Run 1, clock routing:
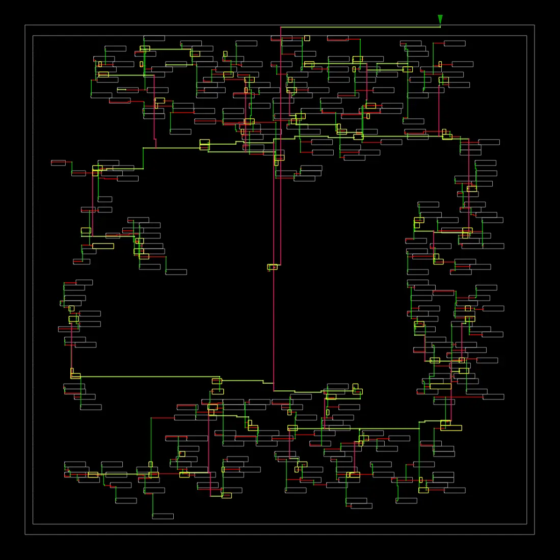
Run 1, metal layers overlaid:
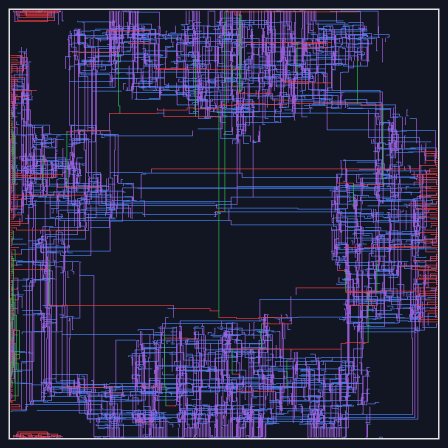
Run 1, I/O pins on the die edge:
Pins as bars across the die edge, other pins in gray.
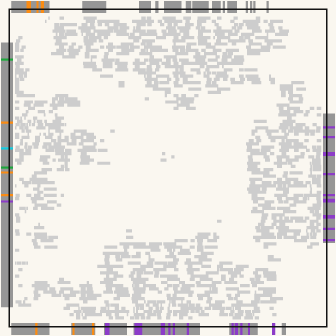
`src/rtl/stage_ir_wide.sv`:
```
// N-wide in-order retire stage with a committed-store queue draining to Dmem
// and a halt FSM that waits for all committed stores before reporting HALTED.

module stage_ir_lane #(
   parameter int XLEN = 32
) (
   input  logic            retire,
   input  logic [4:0]      dest_idx,
   input  logic [XLEN-1:0] result,
   input  logic [XLEN-1:0] npc,
   output logic            wr_en,
   output logic [4:0]      wr_idx,
   output logic [XLEN-1:0] wr_data,
   output logic [XLEN-1:0] wr_npc
);
   // x0 is never written architecturally
   assign wr_en   = retire && (dest_idx != 5'd0);
   assign wr_idx  = dest_idx;
   assign wr_data = result;
   assign wr_npc  = npc;
endmodule

module stage_ir_wide #(
   parameter int RETIRE_WIDTH = 2,
   parameter int SQ_DEPTH     = 4,
   parameter int PREG_W       = 6,
   parameter int XLEN         = 32
) (
   input  logic                                   clock,
   input  logic                                   reset,
   input  logic [RETIRE_WIDTH-1:0]                head_valid,
   input  logic [RETIRE_WIDTH-1:0][PREG_W-1:0]    head_t,
   input  logic [RETIRE_WIDTH-1:0][PREG_W-1:0]    head_t_old,
   input  logic [RETIRE_WIDTH-1:0][4:0]           head_dest_idx,
   input  logic [RETIRE_WIDTH-1:0][XLEN-1:0]      head_result,
   input  logic [RETIRE_WIDTH-1:0][XLEN-1:0]      head_NPC,
   input  logic [RETIRE_WIDTH-1:0][XLEN-1:0]      head_rs2_value,
   input  logic [RETIRE_WIDTH-1:0]                head_wr_mem,
   input  logic [RETIRE_WIDTH-1:0]                head_take_branch,
   input  logic [RETIRE_WIDTH-1:0]                head_halt,
   input  logic [RETIRE_WIDTH-1:0][1:0]           head_mem_size,
   output logic [RETIRE_WIDTH-1:0]                retire_en,
   output logic [RETIRE_WIDTH-1:0][PREG_W-1:0]    retire_t,
   output logic [RETIRE_WIDTH-1:0][PREG_W-1:0]    retire_t_old,
   output logic [3:0]                             completed_insts,
   output logic [RETIRE_WIDTH-1:0]                wr_en,
   output logic [RETIRE_WIDTH-1:0][4:0]           wr_idx,
   output logic [RETIRE_WIDTH-1:0][XLEN-1:0]      wr_data,
   output logic [RETIRE_WIDTH-1:0][XLEN-1:0]      wr_NPC,
   output logic                                   interrupt,
   output logic [XLEN-1:0]                        branch_target,
   output logic [1:0]                             st_command,
   output logic [1:0]                             st_size,
   output logic [XLEN-1:0]                        st_addr,
   output logic [XLEN-1:0]                        st_data,
   input  logic                                   st_grant,
   output logic                                   sq_empty,
   output logic [3:0]                             error_status
);
   localparam int CW = $clog2(SQ_DEPTH + 1);
   localparam int PW = (SQ_DEPTH > 1) ? $clog2(SQ_DEPTH) : 1;
   localparam logic [CW-1:0] DEPTH_C = CW'(SQ_DEPTH);

   localparam logic [1:0] BUS_NONE      = 2'h0;
   localparam logic [1:0] BUS_STORE     = 2'h2;
   localparam logic [3:0] NO_ERROR      = 4'h0;
   localparam logic [3:0] HALTED_ON_WFI = 4'h2;

   typedef enum logic [1:0] {RUN, DRAIN, HALTED} state_t;

   typedef struct packed {
      logic [1:0]      size;
      logic [XLEN-1:0] addr;
      logic [XLEN-1:0] data;
   } sq_ent_t;

   state_t                      state, state_n;
   sq_ent_t                     mem [SQ_DEPTH];
   logic [CW-1:0]               count;
   logic [PW-1:0]               head_ptr, tail_ptr;
   logic [CW-1:0]               free, nst, enq_cnt;
   logic                        ok, pop, halt_ret;
   logic [RETIRE_WIDTH-1:0]     enq;
   logic [RETIRE_WIDTH-1:0][PW-1:0] enq_idx;

   assign free = DEPTH_C - count;
   assign pop  = (count != '0) && st_grant;

   // Longest eligible prefix; store credit counts only entries free now
   always_comb begin
      ok        = (state == RUN);
      nst       = '0;
      retire_en = '0;
      for (int i = 0; i < RETIRE_WIDTH; i++) begin
         ok = ok & head_valid[i];
         if (head_wr_mem[i]) nst = nst + CW'(1);
         ok = ok & (nst <= free);
         retire_en[i] = ok;
         ok = ok & ~head_take_branch[i] & ~head_halt[i];
      end
   end

   always_comb begin
      enq_cnt = '0;
      enq     = '0;
      enq_idx = '0;
      for (int i = 0; i < RETIRE_WIDTH; i++) begin
         enq[i]     = retire_en[i] & head_wr_mem[i];
         enq_idx[i] = tail_ptr + PW'(enq_cnt);
         if (enq[i]) enq_cnt = enq_cnt + CW'(1);
      end
   end

   always_comb begin
      completed_insts = '0;
      interrupt       = 1'b0;
      branch_target   = '0;
      for (int i = RETIRE_WIDTH - 1; i >= 0; i--) begin
         completed_insts = completed_insts + 4'(retire_en[i]);
         if (retire_en[i] && head_take_branch[i]) begin
            interrupt     = 1'b1;
            branch_target = head_result[i];
         end
      end
   end

   assign halt_ret     = |(retire_en & head_halt);
   assign retire_t     = head_t;
   assign retire_t_old = head_t_old;

   for (genvar g = 0; g < RETIRE_WIDTH; g++) begin : g_lane
      stage_ir_lane #(.XLEN(XLEN)) u_lane (
         .retire   (retire_en[g]),
         .dest_idx (head_dest_idx[g]),
         .result   (head_result[g]),
         .npc      (head_NPC[g]),
         .wr_en    (wr_en[g]),
         .wr_idx   (wr_idx[g]),
         .wr_data  (wr_data[g]),
         .wr_npc   (wr_NPC[g])
      );
   end

   always_comb begin
      state_n = state;
      case (state)
         RUN:     if (halt_ret) state_n = DRAIN;
         DRAIN:   if (count == '0 || (count == CW'(1) && pop)) state_n = HALTED;
         HALTED:  state_n = HALTED;
         default: state_n = RUN;
      endcase
   end

   always_ff @(posedge clock) begin
      if (!reset) begin
         state    <= RUN;
         count    <= '0;
         head_ptr <= '0;
         tail_ptr <= '0;
      end else begin
         state    <= state_n;
         count    <= count + enq_cnt - CW'(pop);
         head_ptr <= head_ptr + PW'(pop);
         tail_ptr <= tail_ptr + PW'(enq_cnt);
      end
   end

   // Payload storage needs no reset; occupancy is tracked by count alone
   always_ff @(posedge clock) begin
      for (int i = 0; i < RETIRE_WIDTH; i++)
         if (reset && enq[i])
            mem[enq_idx[i]] <= '{size: head_mem_size[i], addr: head_result[i],
                                 data: head_rs2_value[i]};
   end

   assign st_command   = (count != '0) ? BUS_STORE : BUS_NONE;
   assign st_size      = mem[head_ptr].size;
   assign st_addr      = mem[head_ptr].addr;
   assign st_data      = mem[head_ptr].data;
   assign sq_empty     = (count == '0);
   assign error_status = (state == HALTED) ? HALTED_ON_WFI : NO_ERROR;
endmodule

```
`config.mk`:
```
export PLATFORM = sky130hd
export DESIGN_NAME = stage_ir_wide
export DESIGN_NICKNAME = d
export VERILOG_FILES = /design/src/rtl/stage_ir_wide.sv
export SDC_FILE = /design/constraint.sdc
export NUM_CORES = 1
export LEC_CHECK = 0
export CAP_MARGIN = 20
export CORE_MARGIN = 4
export CORE_UTILIZATION = 23
export CTS_BUF_LIST = sky130_fd_sc_hd__clkbuf_2 sky130_fd_sc_hd__clkbuf_4 sky130_fd_sc_hd__clkbuf_8
export CTS_CLUSTER_DIAMETER = 80
export DETAILED_ROUTE_END_ITERATION = 12
export PLACE_DENSITY = 0.57
export SETUP_SLACK_MARGIN = 0.05
export SLEW_MARGIN = 10
export SYNTH_ARGS = -nofsm -noshare
export SYNTH_HDL_FRONTEND = slang
export SYNTH_SLANG_ARGS = --single-unit
```
`constraint.sdc`:
```
create_clock -name clock -period 22.9 [get_ports clock]
set_input_delay 4.58 -clock clock [delete_from_list [all_inputs] [get_ports clock]]
set_output_delay 4.58 -clock clock [all_outputs]
set_load 0.01 [all_outputs]
```
==> Slide: Implementation Results, run 1 <==
Physical Implementation Snapshot

Final layout
  – FF+latch area: approximately 8100 um2
  – N_diodes: 4
  – Commonest non-fill, non-tap cells in the layout: 334 x clkdlybuf4s50_1, 264 x edfxtp_1, 235 x mux2_2, 75 x nand2_1, 66 x mux4_2
  – Final Non-Filler Cells: around 2100
  – Most frequent logic cell in the layout: clkdlybuf4s50_1
  – Sequential cell area share: a little over two fifths
  – Multi-input combinational area share: approximately 29%
  – Clock buffer cells: 60
  – Final nets: ~1500
  – Share of cells above drive strength 1: a little over a third
  – NonClk Buf Share: around 18%
  – Finished Cell Area: 19400 um2
  – Logic Gate Count: 508

Min path
  – Worst hold path class: reg2reg
  – WHS Path Cells: 2
  – WHS Endpoint: state[1]
  – Hold Startpoint: state[1]

Yosys
  – Yosys warns: 0
  – Synth Area in Compound Gates: approximately 1.5%
  – Simple Share, Synth: under 10%
  – FA/HA/MAJ Cells, Area Fraction: 1.67%
  – Commonest cells in the netlist: 264 x edfxtp_1, 235 x mux2_2, 178 x buf_4
  – Largest area contributor in the netlist: edfxtp_1
  – Dominant Register Cell: edfxtp_1
  – Post-synthesis cell type with the largest instance count: edfxtp_1
  – XOR Share, Synth: 0.341%
  – Cell count listed in synth_stat.txt: slightly above 1000
  – Yosys stat chip area: ~15000 um2
  – Area fraction in mux cells: about 30%
  – Top cells by area, synth: edfxtp_1 52%, mux2_2 17%, mux4_2 9.7%, buf_4 8.7%, mux2_4 2.8%
  – Synth top area share: between 50 and 60%
  – Async set-reset flop share out of synthesis: 0%
  – Ys flops: between 200 and 300
  – Synth logic family: multiplexers

Final timing
  – Normalized max-slew margin: slightly below 40%
  – RSZ-0062 raised after global routing: false
  – Final number of setup-violating endpoints: 0
  – F_max: around 82 MHz
  – Period minus WS final: 12.20 ns
  – Actual slew at the worst max-slew pin: just over 0.9 ns
  – Tightest hold margin: 0.483 ns

Routing
  – Metal2 WL: 22.6 mm
  – TritonRoute pass-1 iters: 5
  – # DRC: 0
  – Starting DRT DRC Count: approximately 450
  – Top Metal Used: met4
  – Total number of vias: between 9000 and 10000

Clock tree
  – Number of cells upsized or downsized after cts: 0
  – Hold Buf Count CTS: 0
  – Clk root buf: clkbuf_8
  – Setup repair bufs after CTS: 0
  – Worst-case clock buffer depth: 3

Status
  – Run status: completed

Pwr
  – Internal power: about 1.1 mW
  – PD cells: about 80 nW/um2
  – Peak VDD IR: around 50 uV
  – Combinational cell power: 0.485 mW
  – Clock Power Share: 30.1%
  – Sequential power: between 0.6 and 0.7 mW
  – Seq pwr share: roughly two fifths

Worst setup path
  – CP startpoint: head_wr_mem[0]
  – CP Launch Type: primary input
  – Family with the most delay on the worst path: buffers and inverters
  – Critical Path Fanout Max: 32
  – Worst path slowest cell: clkdlybuf4s50_1
  – Buf/Inv on CP: 4
  – Setup crit end kind: output port
  – Worst R2R Path Depth: 13
  – Crit path to: branch_target[0]
  – CP Data Arrival Time: about 7.6 ns
  – Reg2Reg Launch Point: count[0]

Placed design
  – RePlAce Congestion: between 0.7 and 0.8
  – Dpl ws: roughly 11 ns
  – Post-Place Cells: between 2000 and 2500

Floorplan
  – Floorplan Utilization: between 20% and 30%
  – Ports: between 500 and 600
  – Die area: just over 70000 um2

Global routing
  – Vias in the first global route: 9984
  – First-pass GRT wire length: 65.0 mm
  – Initial antenna violation count: 3
  – Met3 usage: 3.31%
  – Grt peak-use layer: met2
  – Total GRT Usage: about 12%

Job
  – Tool warnings: 30
## Picture notes: 'clock routing'
# clock sinks: 273
Seq Cell Count: 273

## Picture notes: 'metal layers overlaid'
M4 -> green  # wire length 1170 um
M3 -> red  # wire length 3000 um
M1 -> blue  # wire length 17900 um
M2 -> purple  # wire length 22.6 mm
WL/cell: 21.2 um
DRT Wirelength: 44.7 mm

## Picture notes: 'I/O pins on the die edge'
retire_t_old -> orange  # pins 12, direction output, edge 6 north, 3 west, 3 south
wr_en -> green  # pins 2, direction output, edge west
st_addr -> purple  # pins 32, direction output, edge 19 south, 12 east, 1 west
reset -> cyan  # pins 1, direction input, edge west
all pins by edge = 164 west, 161 south, 112 north, 80 east
Die Ht: 267 um
Die W: 267 um
I/O Buffers: 334

Run 1, gate families picked out:
Scale bar: 100 um.
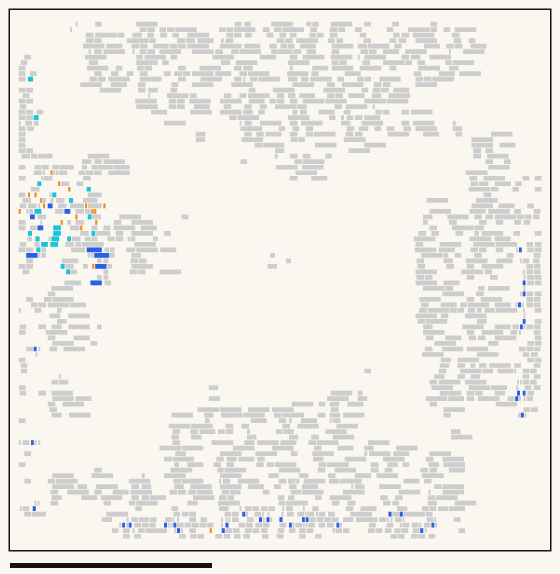

--- run 2 (diff from run 1) ---
Settings changed: PLACE_DENSITY 0.57 to 0.59.
Clock period 22.9 ns to 10.25 ns, I/O delays scaled along.
Run 2, gate families picked out:
Scale bar: 100 um.
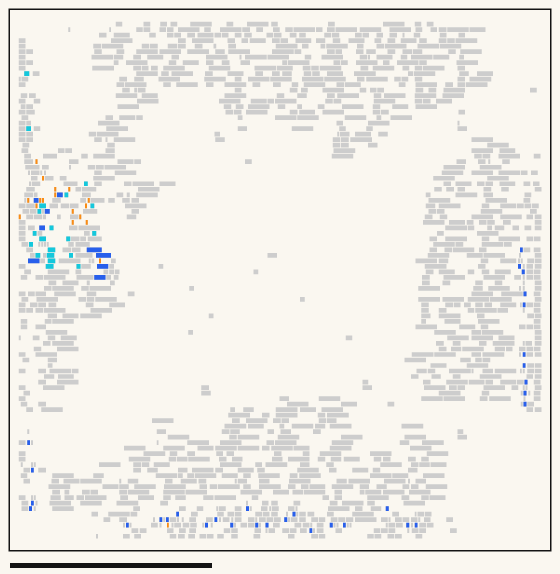
and/or cells -> cyan  # cells 20, most used and2_1, where west
inv cells -> orange  # cells 18, most used inv_1
aoi and oai cells -> blue  # cells 41, most used a21oi_1
most frequent logic cell in the layout: clkdlybuf4s50_1
Final Non-Filler Cells: 2106

Run 2, I/O pins on the die edge:
Pins as bars across the die edge, other pins in gray.
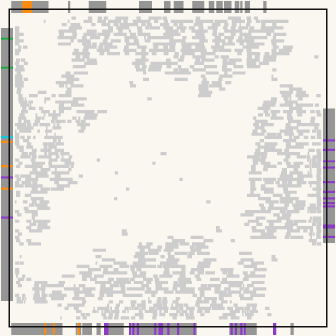
retire_t_old -> orange  # pins 12, direction output, edge 6 north, 3 west, 3 south
reset -> cyan  # pins 1, direction input, edge west
st_addr -> purple  # pins 32, direction output, edge 18 south, 12 east, 2 west
wr_en -> green  # pins 2, direction output, edge west
all pins by edge = 169 west, 163 south, 102 north, 83 east

==> Slide: Implementation Results, run 2 <==
Physical Implementation Snapshot

Final timing
  – Tightest hold margin: 0.488 ns (was 0.483 ns)
  – F_max: 139 MHz
  – Normalized max-slew margin: 34.8% (was 39.3%)
  – Final number of setup-violating endpoints: 0 (unchanged)
  – Period minus WS final: slightly above 7 ns
  – Final WS setup: 3.04 ns (was 10.70 ns)
  – Actual slew at the worst max-slew pin: 0.978 ns (was 0.910 ns)
  – RSZ-0062 raised after global routing: false (unchanged)
  – Cycle use final: a little over two thirds

Final layout
  – N_diodes: 1 (was 4)
  – Commonest non-fill, non-tap cells in the layout: 334 x clkdlybuf4s50_1, 264 x edfxtp_1, 235 x mux2_2, 75 x nand2_1, 66 x mux4_2 (unchanged)
  – Sequential cell area share: 41.7% (about the same)
  – Logic Gate Count: 508 (unchanged)
  – Share of cells above drive strength 1: 35.2% (was 35.1%)
  – Inverters: 18 (unchanged)
  – Clock network area share: 5.28% (was 5.12%)
  – NonClk Buf Share: 17.8% (was 17.9%)
  – Seq Cell Count: 273 (unchanged)
  – Multi-input combinational area share: 29.3% (about the same)
  – Finished Cell Area: 19400 um2 (about the same)
  – Final nets: 1463 (was 1462)
  – FF+latch area: 8120 um2 (unchanged)

Yosys
  – Largest area contributor in the netlist: edfxtp_1 (unchanged)
  – Top cells by area, synth: edfxtp_1 52%, mux2_2 17%, mux4_2 9.7%, buf_4 8.7%, mux2_4 2.8% (unchanged)
  – Yosys warns: 0 (unchanged)
  – Async set-reset flop share out of synthesis: 0% (unchanged)
  – Synth Area in Compound Gates: 1.54% (unchanged)
  – Cell count listed in synth_stat.txt: 1024 (unchanged)
  – Synth top area share: 51.5% (unchanged)
  – Area fraction in mux cells: 29.8% (unchanged)
  – EDFF count, synth: 264 (unchanged)
  – XOR Share, Synth: 0.341% (unchanged)
  – Mapped Area: 15400 um2 (unchanged)
  – Yosys stat chip area: 15400 um2 (unchanged)
  – Simple Share, Synth: 2.95% (unchanged)
  – Post-synthesis cell type with the largest instance count: edfxtp_1 (unchanged)
  – FA/HA/MAJ Cells, Area Fraction: 1.67% (unchanged)
  – Ys flops: 273 (unchanged)
  – Dominant Register Cell: edfxtp_1 (unchanged)
  – Synth logic family: multiplexers (unchanged)
  – Commonest cells in the netlist: 264 x edfxtp_1, 235 x mux2_2, 178 x buf_4 (unchanged)

Routing
  – # DRC: 0 (unchanged)
  – Met1 wire length: 17.6 mm (was 17.9 mm)
  – Starting DRT DRC Count: 394 (was 451)
  – TritonRoute pass-1 iters: 4 (was 5)
  – Metal2 WL: 22.7 mm (was 22.6 mm)
  – Post-DRT Antenna Nets: 0 (unchanged)
  – DRT Wirelength: 44.5 mm (was 44.7 mm)
  – WL/cell: 21.2 um (about the same)
  – Total number of vias: 9151 (was 9071)
  – Top Metal Used: met5 (was met4)

Pwr
  – Peak VDD IR: 202 uV (was 50.1 uV)
  – Sequential power: 1.36 mW (was 0.612 mW)
  – Logic pwr share: 30.8% (was 30.9%)
  – Clock Power Share: 30.6% (was 30.1%)
  – Combinational cell power: 1.08 mW (was 0.485 mW)
  – PD cells: 181 nW/um2 (was 80.7 nW/um2)
  – Seq pwr share: 38.6% (was 39.0%)
  – Net Switching: 1.02 mW (was 0.465 mW)
  – Internal power: 2.49 mW (was 1.10 mW)
  – Sw Ratio: 29.1% (was 29.6%)

Status
  – Run status: completed (unchanged)

Clock tree
  – Hold Buf Count CTS: 0 (unchanged)
  – Worst-case clock buffer depth: 3 (unchanged)
  – Clk root buf: clkbuf_8 (unchanged)
  – Number of cells upsized or downsized after cts: 0 (unchanged)
  – Setup repair bufs after CTS: 0 (unchanged)
  – # clock sinks: 273 (unchanged)
  – CTS tree: done (unchanged)
  – Reg clk slew, reported paths: 0.06 ns (about the same)

Worst setup path
  – Cell Chain, Critical Path: clkdlybuf4s50_1 -> inv_1 -> ha_1 -> or4b_1 -> and3_1 -> nand2_1 -> buf_4 -> nand2_1 -> a21oi_1 -> clkdlybuf4s50_1 (unchanged)
  – CP Launch Type: primary input (unchanged)
  – Setup crit end kind: output port (unchanged)
  – Reg2Reg Launch Point: count[0] (unchanged)
  – Critical Path Fanout Max: 32 (unchanged)
  – Worst R2R Path Depth: 13 (unchanged)
  – Family with the most delay on the worst path: buffers and inverters (unchanged)
  – Worst path slowest cell: clkdlybuf4s50_1 (unchanged)
  – CP required: 8.20 ns (was 18.32 ns)
  – Buf/Inv on CP: 4 (unchanged)
  – Crit path to: branch_target[0] (unchanged)
  – CP Data Arrival Time: 5.16 ns (was 7.62 ns)
  – CP startpoint: head_wr_mem[0] (unchanged)

Min path
  – WHS Path Cells: 2 (unchanged)
  – Hold Startpoint: state[1] (unchanged)
  – WHS Endpoint: state[1] (unchanged)
  – Worst hold path class: reg2reg (unchanged)

Global routing
  – Grt peak-use layer: met2 (unchanged)
  – Initial antenna violation count: 4 (was 3)
  – Vias in the first global route: 10094 (was 9984)
  – Met3 usage: 3.14% (was 3.31%)
  – Met2 Use GR: 21.5% (was 21.4%)
  – Total GRT Usage: 12.2% (about the same)
  – First-pass GRT wire length: 65.1 mm (was 65.0 mm)

Floorplan
  – Die Ht: 267 um (unchanged)
  – Floorplan Utilization: 23.3% (unchanged)
  – Die W: 267 um (unchanged)
  – Die area: 71100 um2 (unchanged)
  – Ports: 517 (unchanged)

Placed design
  – Post-Place Cells: 2013 (unchanged)
  – Final HPWL DP: 28.2 mm (was 28.1 mm)
  – Dpl ws: 3.01 ns (was 10.61 ns)
  – I/O Buffers: 334 (unchanged)
  – RePlAce Congestion: 0.746 (was 0.768)

Job
  – Tool warnings: 30 (unchanged)
Run 2, clock routing:
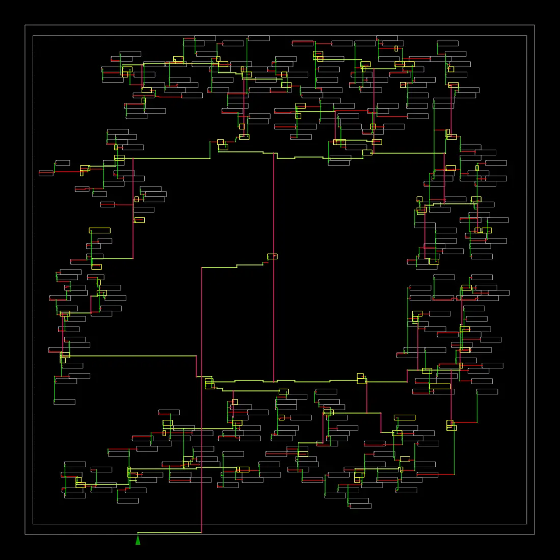
P_clk: 1.07 mW
clock buffer count from CTS: 51
Clock Skew: 0.0137 ns
Clock Latency Late Sink: 0.60 ns
Clock buffer cells: 66

Power figures rest on the tool's default switching activity, not on a simulated workload.
